File: config.mk
export PLATFORM = sky130hd
export DESIGN_NAME = reg_file_mp
export DESIGN_NICKNAME = d
export VERILOG_FILES = /design/src/rtl/reg_file_mp.sv
export SDC_FILE = /design/constraint.sdc
export NUM_CORES = 1
export LEC_CHECK = 0
export CORE_ASPECT_RATIO = 0.6
export CORE_MARGIN = 1
export CORE_UTILIZATION = 50
export CTS_BUF_LIST = sky130_fd_sc_hd__clkbuf_8
export DETAILED_ROUTE_END_ITERATION = 12
export GPL_TIMING_DRIVEN = 0
export PLACE_DENSITY = 0.71
export SYNTH_ARGS = -nofsm -noshare
export SYNTH_HDL_FRONTEND = slang
export SYNTH_SLANG_ARGS = --single-unit
export TNS_END_PERCENT = 100
File: constraint.sdc
create_clock -name CLK -period 4 [get_ports CLK]
set_input_delay 0.6 -clock CLK [delete_from_list [all_inputs] [get_ports CLK]]
set_output_delay 0.6 -clock CLK [all_outputs]
set_load 0.005 [all_outputs]
File: src/rtl/reg_file_mp.sv
// reg_file_mp: parametrised 2-read/2-write register file.
// Combinational reads, clocked writes, and a soft-clear sweep.
module reg_file_mp #(
  parameter int DATA_WIDTH = 8,
  parameter int ADDR_WIDTH = 3,
  parameter int BYPASS     = 0,
  parameter int ZERO_REG   = 0
) (
  input  logic                  CLK,
  input  logic                  RESET,
  input  logic [DATA_WIDTH-1:0] WRITEDATA1,
  input  logic [ADDR_WIDTH-1:0] WRITEREG1,
  input  logic                  WRITEENABLE1,
  input  logic [DATA_WIDTH-1:0] WRITEDATA2,
  input  logic [ADDR_WIDTH-1:0] WRITEREG2,
  input  logic                  WRITEENABLE2,
  input  logic [ADDR_WIDTH-1:0] READREG1,
  input  logic [ADDR_WIDTH-1:0] READREG2,
  output logic [DATA_WIDTH-1:0] REGOUT1,
  output logic [DATA_WIDTH-1:0] REGOUT2,
  input  logic                  CLEAR,
  output logic                  BUSY
);

  localparam int DEPTH = 1 << ADDR_WIDTH;
  localparam logic [ADDR_WIDTH:0] LAST =
    (ADDR_WIDTH+1)'(DEPTH - 1);
  localparam logic [ADDR_WIDTH:0] ONE =
    (ADDR_WIDTH+1)'(1);

  typedef enum logic {
    IDLE,
    SWEEP
  } state_t;

  state_t                state_q, state_d;
  logic [ADDR_WIDTH:0]   cnt_q, cnt_d;
  logic [DATA_WIDTH-1:0] regs_q [DEPTH];
  logic [DATA_WIDTH-1:0] regs_d [DEPTH];
  logic                  busy;
  logic                  wr1_ok;
  logic                  wr2_ok;

  function automatic logic is_zero(
    input logic [ADDR_WIDTH-1:0] a
  );
    return (ZERO_REG != 0) && (a == '0);
  endfunction

  assign busy   = (state_q == SWEEP);
  assign BUSY   = busy;
  assign wr1_ok = WRITEENABLE1 && !is_zero(WRITEREG1);
  assign wr2_ok = WRITEENABLE2 && !is_zero(WRITEREG2);

  always_comb begin
    state_d = state_q;
    cnt_d   = cnt_q;
    regs_d  = regs_q;
    unique case (state_q)
      IDLE: begin
        // Port 2 applied last so it wins on a shared address
        if (wr1_ok) regs_d[WRITEREG1] = WRITEDATA1;
        if (wr2_ok) regs_d[WRITEREG2] = WRITEDATA2;
        if (CLEAR) begin
          state_d = SWEEP;
          cnt_d   = '0;
        end
      end
      SWEEP: begin
        regs_d[cnt_q[ADDR_WIDTH-1:0]] = '0;
        if (cnt_q == LAST) begin
          state_d = IDLE;
          cnt_d   = '0;
        end else begin
          cnt_d = cnt_q + ONE;
        end
      end
    endcase
  end

  always_ff @(posedge CLK or negedge RESET) begin
    if (!RESET) begin
      state_q <= IDLE;
      cnt_q   <= '0;
      for (int i = 0; i < DEPTH; i++) begin
        regs_q[i] <= '0;
      end
    end else begin
      state_q <= state_d;
      cnt_q   <= cnt_d;
      regs_q  <= regs_d;
    end
  end

  function automatic logic [DATA_WIDTH-1:0] rd(
    input logic [ADDR_WIDTH-1:0] a
  );
    logic [DATA_WIDTH-1:0] v;
    v = regs_q[a];
    if (BYPASS != 0 && RESET && !busy) begin
      if (WRITEENABLE1 && WRITEREG1 == a) v = WRITEDATA1;
      if (WRITEENABLE2 && WRITEREG2 == a) v = WRITEDATA2;
    end
    if (is_zero(a)) v = '0;
    return v;
  endfunction

  assign REGOUT1 = rd(READREG1);
  assign REGOUT2 = rd(READREG2);

endmodule

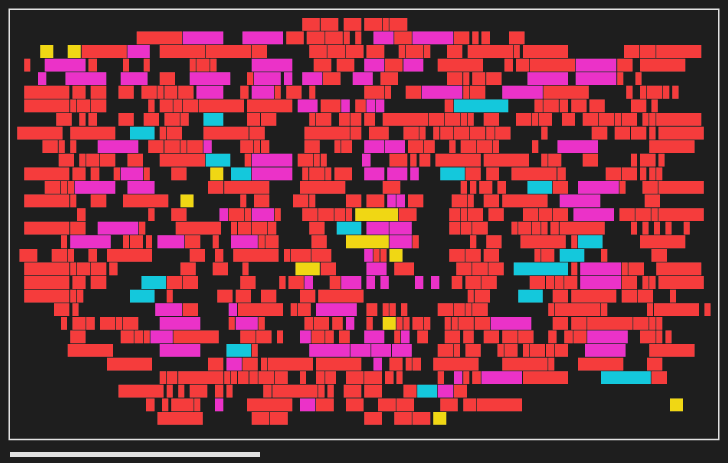
Run 1: drive-strength map
The bar under the picture is 50 µm long.
Red is x1 and smaller, cells 532, most used dfrtp_1. Cyan is x6 and larger, cells 17, most used clkbuf_8. Magenta is x2, cells 91, most used mux4_2. Yellow is x3 and x4, cells 11, most used buf_4.

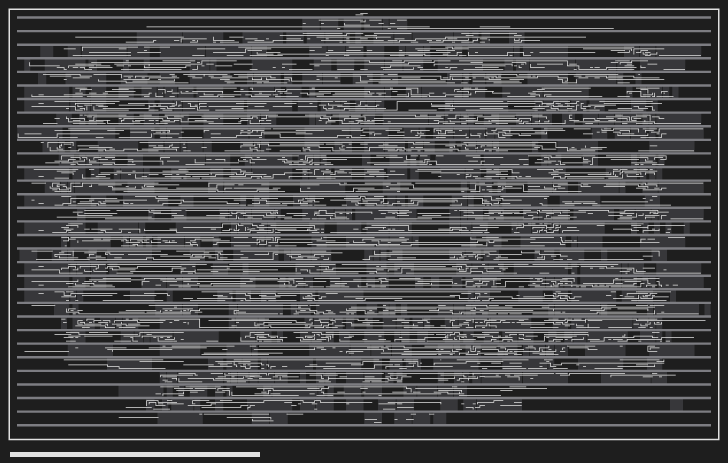
Run 1: signal wires on met1
The bar under the picture is 50 µm long. Supply wires on this layer in gray.
The layer carries 9640 µm of wire. 631 nets have wire on it.

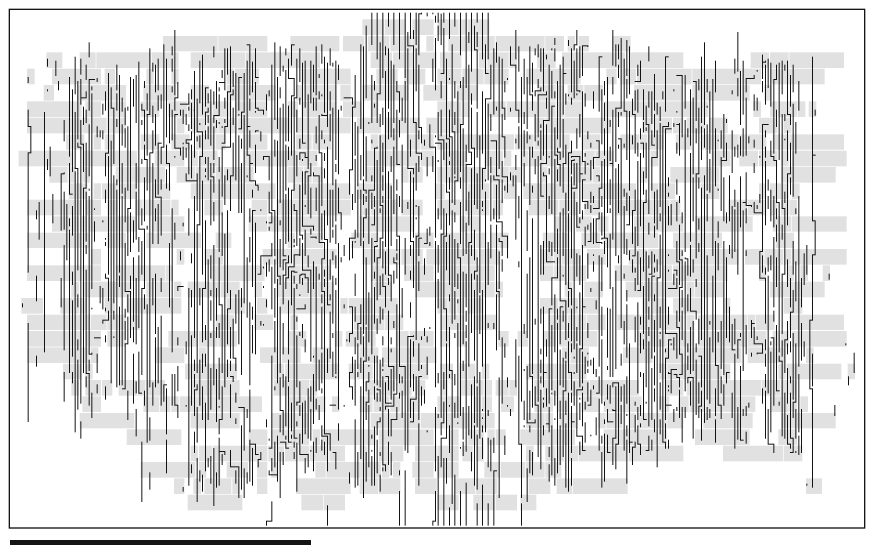
Run 1: the metal 2 layer
The bar under the picture is 50 µm long.
The longest straight run is 53.7 µm. 581 nets have wire on it. The layer carries 9830 µm of wire. The wires run mostly vertical. The layer holds 40% of the routed length.

==> run 1: worst paths after layout <==
| kind | start | endpoint | slack [ps] | depth (start not counted) |
|---|---|---|---|---|
| worst max-delay path | READREG1[1] | REGOUT1[7] | 520 | 5 |
| worst min-delay path | RESET | regs_q[27] | 60 | 1 |
| worst max register to register | BUSY | regs_q[41] | 1790 | 5 |
| worst min register to register | regs_q[56] | regs_q[56] | 570 | 2 |
| max in group asynchronous | RESET | regs_q[46] | 3380 | 2 |
| min in group CLK | regs_q[56] | regs_q[56] | 570 | 2 |
==> run 1: cells in the final DEF, fill, tap and decap left out, types with 3 or more instances in the layout <==
cell type        netlist  routed
dfrtp_1               69      69
nor2_1                68      68
a2bb2oi_1             64      64
o2111ai_1             57      57
clkbuf_1              45      45
o211ai_1              34      34
nand3_1               33      33
clkdlybuf4s50_1        0      33
mux4_2                32      32
inv_1                 25      26
o221ai_1              24      24
buf_2                 20      20
mux2_2                16      16
nand2_1               15      15
clkbuf_8               0      11
nor2b_1               10      10
buf_4                  7       8
and2_1                 8       8
buf_1                  7       7
o2111ai_2              7       7
nand4b_1               6       6
nand4bb_1              6       6
o211ai_2               6       6
o21ai_0                4       4
buf_6                  3       3
nand3b_1               3       3
and4b_1                3       3
and4bb_2               3       3
nand2b_1               3       3
==> run 1: report_power, final <==
part | internal, mW | leakage, nW | total, mW | switching, mW
Combinational | 0.818 | 1.34 | 1.91 | 1.09
Sequential | 0.938 | 0.934 | 1.21 | 0.269
Clock | 0.381 | 0.121 | 0.688 | 0.306
Total | 2.14 | 2.40 | 3.80 | 1.67
==> run 1: state kept, by name, indices dropped and copies added (netlist names) <==
name / count
BUSY: 1
regs_q: 64
cnt_q: 4
==> impl_metrics.json, run 1 <==
{
  "status": "completed",
  "worstSetupPathType": "in2out",
  "clockRootBuffer": "clkbuf_8",
  "most_common_cell": "dfrtp_1",
  "power_density_nw_per_um2": 572.4,
  "largest_class": "combinational gates",
  "flops": 69,
  "cts_tree": "done",
  "clockNetworkAreaShare_pct": 3.389,
  "p_total_mw": 3.804,
  "ff_latch_area_um2": 1727,
  "routed.top_layer": "met4",
  "common_cells": "69 x dfrtp_1, 68 x nor2_1, 64 x a2bb2oi_1, 57 x o2111ai_1, 45 x clkbuf_1",
  "htree_levels": 3,
  "io_pins": 50,
  "arrival_ps": 2880,
  "yosysUniqueCellTypes": 44,
  "finalNonFillerCells": 811,
  "final_area_um2": 6646,
  "fmax_mhz": 287.6,
  "hold_slack_ps": 58.28,
  "cts.path.max_buffers": 2,
  "synth_chip_area_um2": 5856,
  "drive_above_1_share_pct": 18.28
}
## Run 2: what changed since run 1
==> constraint.sdc (replaced) <==
create_clock -name CLK -period 4 [get_ports CLK]
set_input_delay 0.8 -clock CLK [delete_from_list [all_inputs] [get_ports CLK]]
set_output_delay 0.8 -clock CLK [all_outputs]
set_load 0.005 [all_outputs]
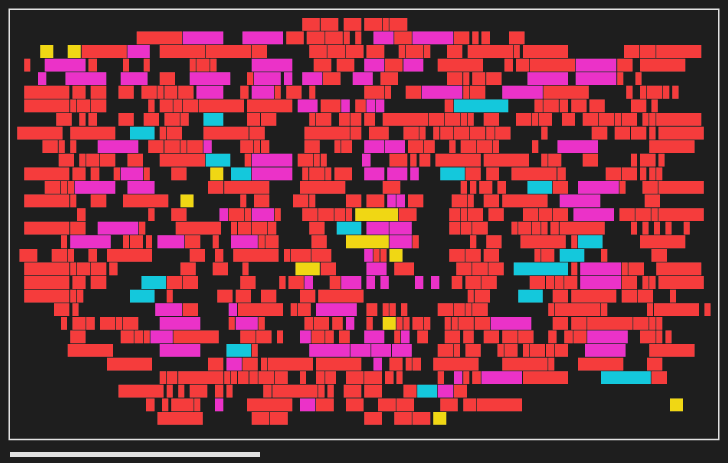
Run 2: drive-strength map
The bar under the picture is 50 µm long.
Red is x1 and smaller, cells 532, most used dfrtp_1. Magenta is x2, cells 91, most used mux4_2. Yellow is x3 and x4, cells 11, most used buf_4. Cyan is x6 and larger, cells 17, most used clkbuf_8.

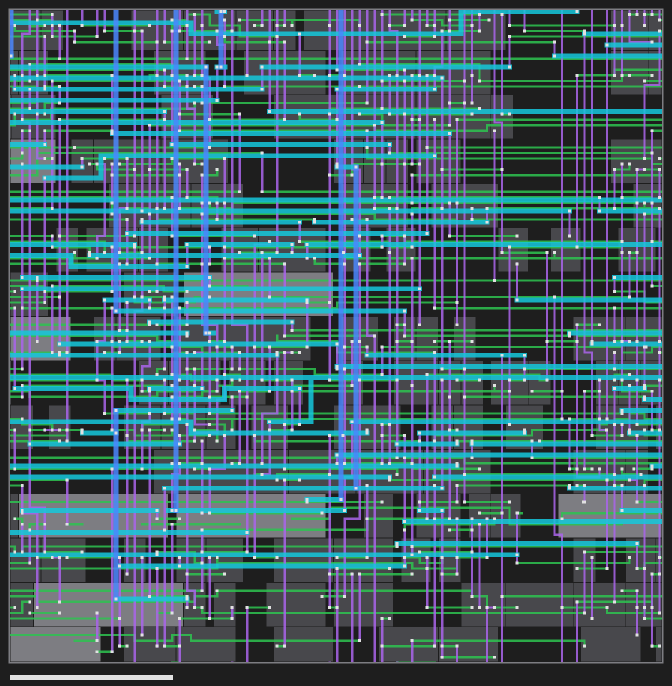
Run 2: close-up of the layout
The bar under the picture is 10 µm long. Region (51, 6) to (91, 46) µm. Cells in gray, sequential cells in the stronger gray; small squares are vias.
Cyan is M3. Blue is M4. Green is M1. Purple is M2.
Most frequent: clkbuf_1 (16), buf_2 (10), clkdlybuf4s50_1 (9). Sequential cells in the window: 6. 118 logic cells have their middle in the window. Netlist names of flops here include regs_q (4).

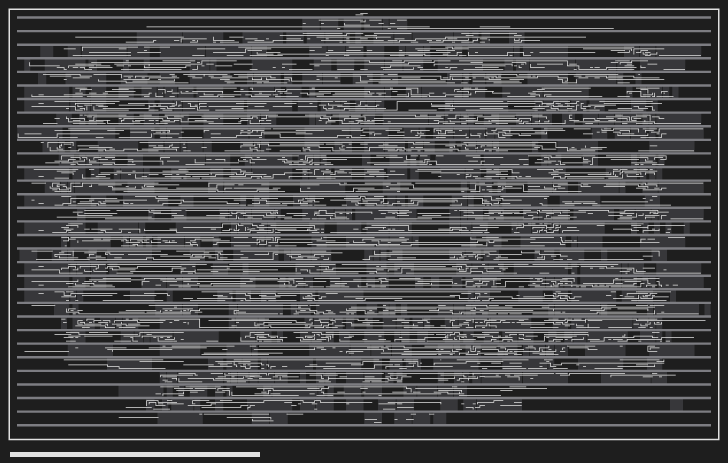
Run 2: signal wires on met1
The bar under the picture is 50 µm long. Supply wires on this layer in gray.
The layer holds 39% of the routed length. The wires run mostly horizontal.

==> run 2 against run 1 <==
Worst hold slack better by 200 ps. Maximum frequency is 10% lower. Largest power group unchanged. Global-route usage stayed put. Critical endpoint unchanged. Via count stayed put. Non-clock buffer count stayed put. Combinational power hardly changed. Cell count stayed put. Sequential share of layout area stayed put. Count of clock-buffer cells in the layout stayed put. Register-to-register slack hardly changed. Clock power hardly changed. Design area stayed put.
==> impl_metrics.json, run 2 <==
{
  "crit_path_end": "REGOUT1[7]",
  "lay_top_cells": "69 x dfrtp_1, 68 x nor2_1, 64 x a2bb2oi_1",
  "cts.path.max_buffers": 2,
  "lay_top_count": "dfrtp_1",
  "initCoreUtil_pct": 51.66,
  "yosysUniqueCellTypes": 44,
  "worstSetupPathType": "in2out",
  "drive_above_1_share_pct": 18.28,
  "worstRegToRegCells": 5,
  "most_common_cell": "dfrtp_1",
  "finalNonFillerCells": 811,
  "met3_length_mm": 4.472,
  "reg2reg_from": "BUSY",
  "routed.top_layer": "met4",
  "p_total_mw": 3.804,
  "grt_pass1_vias": 5996,
  "power_density_nw_per_um2": 572.4,
  "fmax_mhz": 257.9,
  "arrival_ps": 3080,
  "final_hold_viol_count": 0,
  "ff_latch_area_um2": 1727,
  "status": "completed",
  "synth_chip_area_um2": 5856,
  "clockRootBuffer": "clkbuf_8",
  "largest_reg_flops": 64,
  "r2r_end": "regs_q[41]"
}
run 2: cell counts in the layout (fill, tap and decap cells not counted):
No cell type changed its count.
run 2: final cells by class:
cell class,instances,share of cell area [%]
repair buffers,35,5.497
clock buffers,11,2.278
well taps,160,3.012
flip-flops and latches,69,25.98
plain buffers,83,5.817
multi-input cells,422,54.84
clock inverters,5,1.111
inverters,26,1.468
run 2: cell families (layout without fill, tap and decap cells):
| kind of cell | Yosys count | count (layout) | synth area share [%] |
|---|---|---|---|
| AND-OR/OR-AND | 203 | 203 | 30.32 |
| AND/OR/NAND/NOR | 169 | 169 | 16.15 |
| buffers and inverters | 109 | 160 | 8.269 |
| flip-flops | 69 | 69 | 29.49 |
| multiplexers | 49 | 49 | 15.56 |
| adder cells (fa/ha/maj) | 1 | 1 | 0.2136 |
run 2: power by group:
| group | internal [mW] | switching, mW | total, mW |
|---|---|---|---|
| clock | 0.381 | 0.306 | 0.688 |
| sequential | 0.938 | 0.269 | 1.21 |
| combinational | 0.818 | 1.09 | 1.91 |
run 2: through the flow:
stage,hold slack (ps),instance area [µm²]
after floorplan,493.5,5856
after global placement,530.7,6396
after detailed placement,544.9,6421
after CTS,272.7,6646
after global routing,274.9,6646
final,258.3,6646
run 2: layer usage:
| metal | global-route usage, % | vias to the layer above |
|---|---|---|
| li1 | - | 2504 |
| met1 | 57.81 | 3018 |
| met2 | 57.77 | 634 |
| met3 | 19.60 | 89 |
| met4 | 13.39 | 0 |
| met5 | 0 | - |
run 2: critical path, stage by stage:
cell and delay, ps:
clkbuf_2 250, buf_1 800, mux4_2 470, mux2_2 300, clkdlybuf4s50_1 450
## Run 3: what changed since run 2
- CAP_MARGIN: not set -> 20
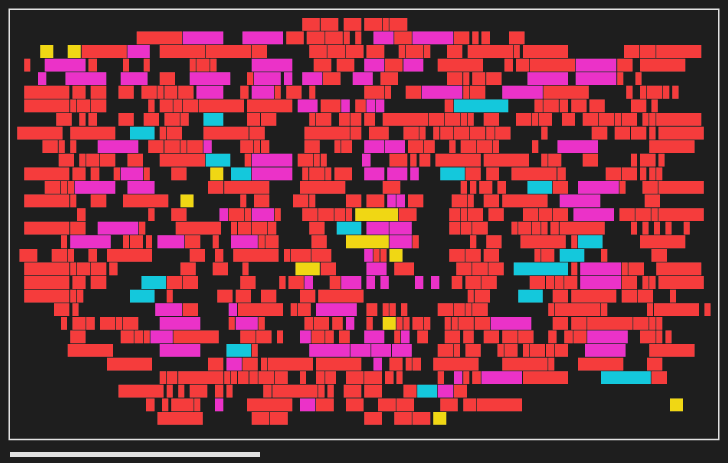
Run 3: drive-strength map
The bar under the picture is 50 µm long.
Red is x1 and smaller, cells 532, most used dfrtp_1. Magenta is x2, cells 91, most used mux4_2. Yellow is x3 and x4, cells 11, most used buf_4. Cyan is x6 and larger, cells 17, most used clkbuf_8.

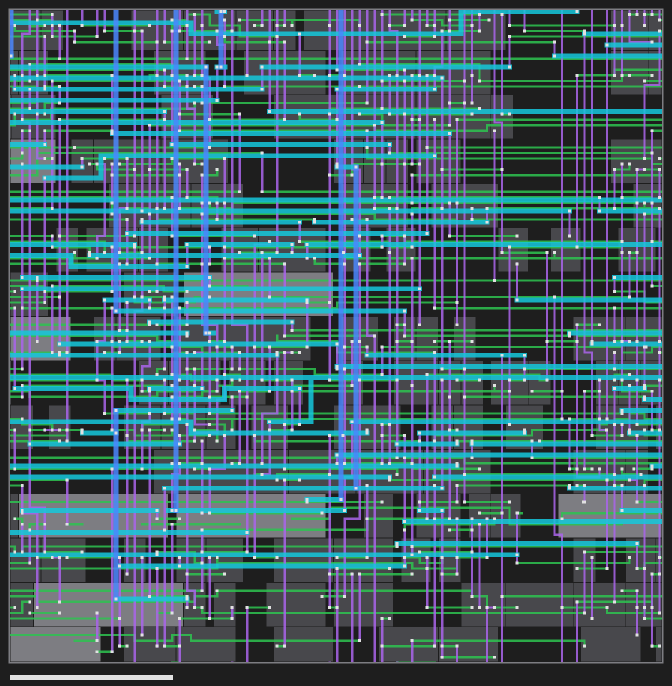
Run 3: close-up of the layout
The bar under the picture is 10 µm long. Region (51, 6) to (91, 46) µm. Cells in gray, sequential cells in the stronger gray; small squares are vias.
Cyan is M3. Green is M1. Blue is M4. Purple is M2.
118 logic cells have their middle in the window. Sequential cells in the window: 6. Netlist names of flops here include regs_q (4). Most frequent: clkbuf_1 (16), buf_2 (10), clkdlybuf4s50_1 (9).

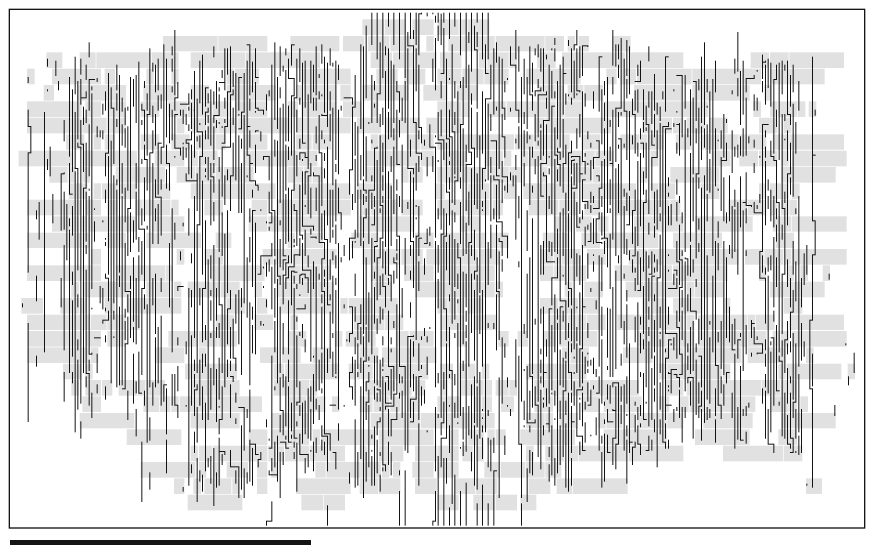
Run 3: the metal 2 layer
The bar under the picture is 50 µm long.
The layer carries 9830 µm of wire. The wires run mostly vertical.

==> run 3 against run 2 <==
First-iteration DRC count unchanged. Power unchanged. Critical path depth unchanged. Die area unchanged. Setup slack unchanged. Sequential cell count unchanged. Cell count unchanged. Critical endpoint unchanged. Largest cell class unchanged. Highest routed layer unchanged.
==> impl_metrics.json, run 3 <==
{
  "largest_reg_flops": 64,
  "power_density_nw_per_um2": 572.4,
  "dp_cells": 795,
  "rrSetupSlack_ps": 1790,
  "crit_slowest_cell": "buf_1",
  "final_hold_viol_count": 0,
  "finalNonFillerCells": 811,
  "setup_viol": 0,
  "max_flop_register": "regs_q",
  "synth_chip_area_um2": 5856,
  "cts_tree": "done",
  "arrival_ps": 3080,
  "yosysUniqueCellTypes": 44,
  "worstSetupPathType": "in2out",
  "crit_chain": "clkbuf_2, buf_1, mux4_2, mux2_2, clkdlybuf4s50_1",
  "cts_resized": 0,
  "most_common_cell": "dfrtp_1",
  "grt_pass1_vias": 5996,
  "io_pins": 50,
  "critPathLaunch": "READREG1[1]",
  "worstRegToRegCells": 5,
  "status": "completed",
  "initCoreUtil_pct": 51.66,
  "lay_top_cells": "69 x dfrtp_1, 68 x nor2_1, 64 x a2bb2oi_1",
  "cts_buffers": 9,
  "common_cells": "69 x dfrtp_1, 68 x nor2_1, 64 x a2bb2oi_1, 57 x o2111ai_1, 45 x clkbuf_1",
  "cts.path.max_buffers": 2,
  "ant_nets": 0,
  "ys_warn_count": 0,
  "max_stage_delay_ps": 800,
  "r2r_end": "regs_q[41]",
  "fmax_mhz": 257.9,
  "async_reset_ff_share_pct": 100.0,
  "htree_levels": 3,
  "dieHeight_um": 85.83,
  "ff_latch_area_um2": 1727,
  "reg2reg_from": "BUSY",
  "clockRootBuffer": "clkbuf_8",
  "drive_above_1_share_pct": 18.28,
  "final_area_um2": 6646,
  "ys_cells": 600
}
[run 3: worst max-delay path by stage]
| stage | depth (start not counted) | to | slack, ps |
|---|---|---|---|
| global route | 5 | REGOUT1[4] | 200 |
| CTS | 5 | REGOUT1[7] | 270 |
| detailed placement | 5 | REGOUT1[7] | 280 |
| finish | 5 | REGOUT1[7] | 120 |
| floorplan | 4 | REGOUT1[0] | 1250 |
| global placement | 1 | regs_q[48] | -360 |
[run 3: cells by family after synthesis]
family	after synthesis	synth area share, %
AOI/OAI and AO/OA	203	30.32
adders and majority gates	1	0.2136
and+or+nand+nor	169	16.15
muxes	49	15.56
DFF	69	29.49
buffers and inverters	109	8.269
[run 3: final cells by class]
class                      instances  area share (%)
sequential                        69           25.98
clock inverter                     5           1.111
inverter                          26           1.468
timing repair buffer              35           5.497
clock buffer                      11           2.278
buffer                            83           5.817
tap                              160           3.012
multi-input combinational        422           54.84
[run 3: report_power, final]
| group | switching, mW | total [mW] | internal [mW] |
|---|---|---|---|
| Combinational | 1.09 | 1.91 | 0.818 |
| Sequential | 0.269 | 1.21 | 0.938 |
| Clock | 0.306 | 0.688 | 0.381 |
[run 3: per-layer routing]
metal  global-route usage (%)  up-vias  part of all wire, %
li1                         -     2504                    -
met1                    57.81     3018                   39
met2                    57.77      634                   40
met3                    19.60       89                   18
met4                    13.39        0                  2.9
met5                        0        -                    0
[run 3: worst max-delay path: cells and delay by family]
kind,cells,cell delay [ps]
buffers and inverters,3,1500
multiplexers,2,770
[run 3: through the flow]
step	total power [mW]	TNS, ps	hold slack [ps]	setup slack (ps)
floorplan	2.296	0	493.5	1249
global placement	2.955	-24030	530.7	-356.5
detailed placement	3.009	0	544.9	280.2
CTS	3.681	0	272.7	266.8
global route	3.898	0	274.9	202.5
finish	3.804	0	258.3	123.2
No activity file was given, so power comes from the tool's default toggle rates.
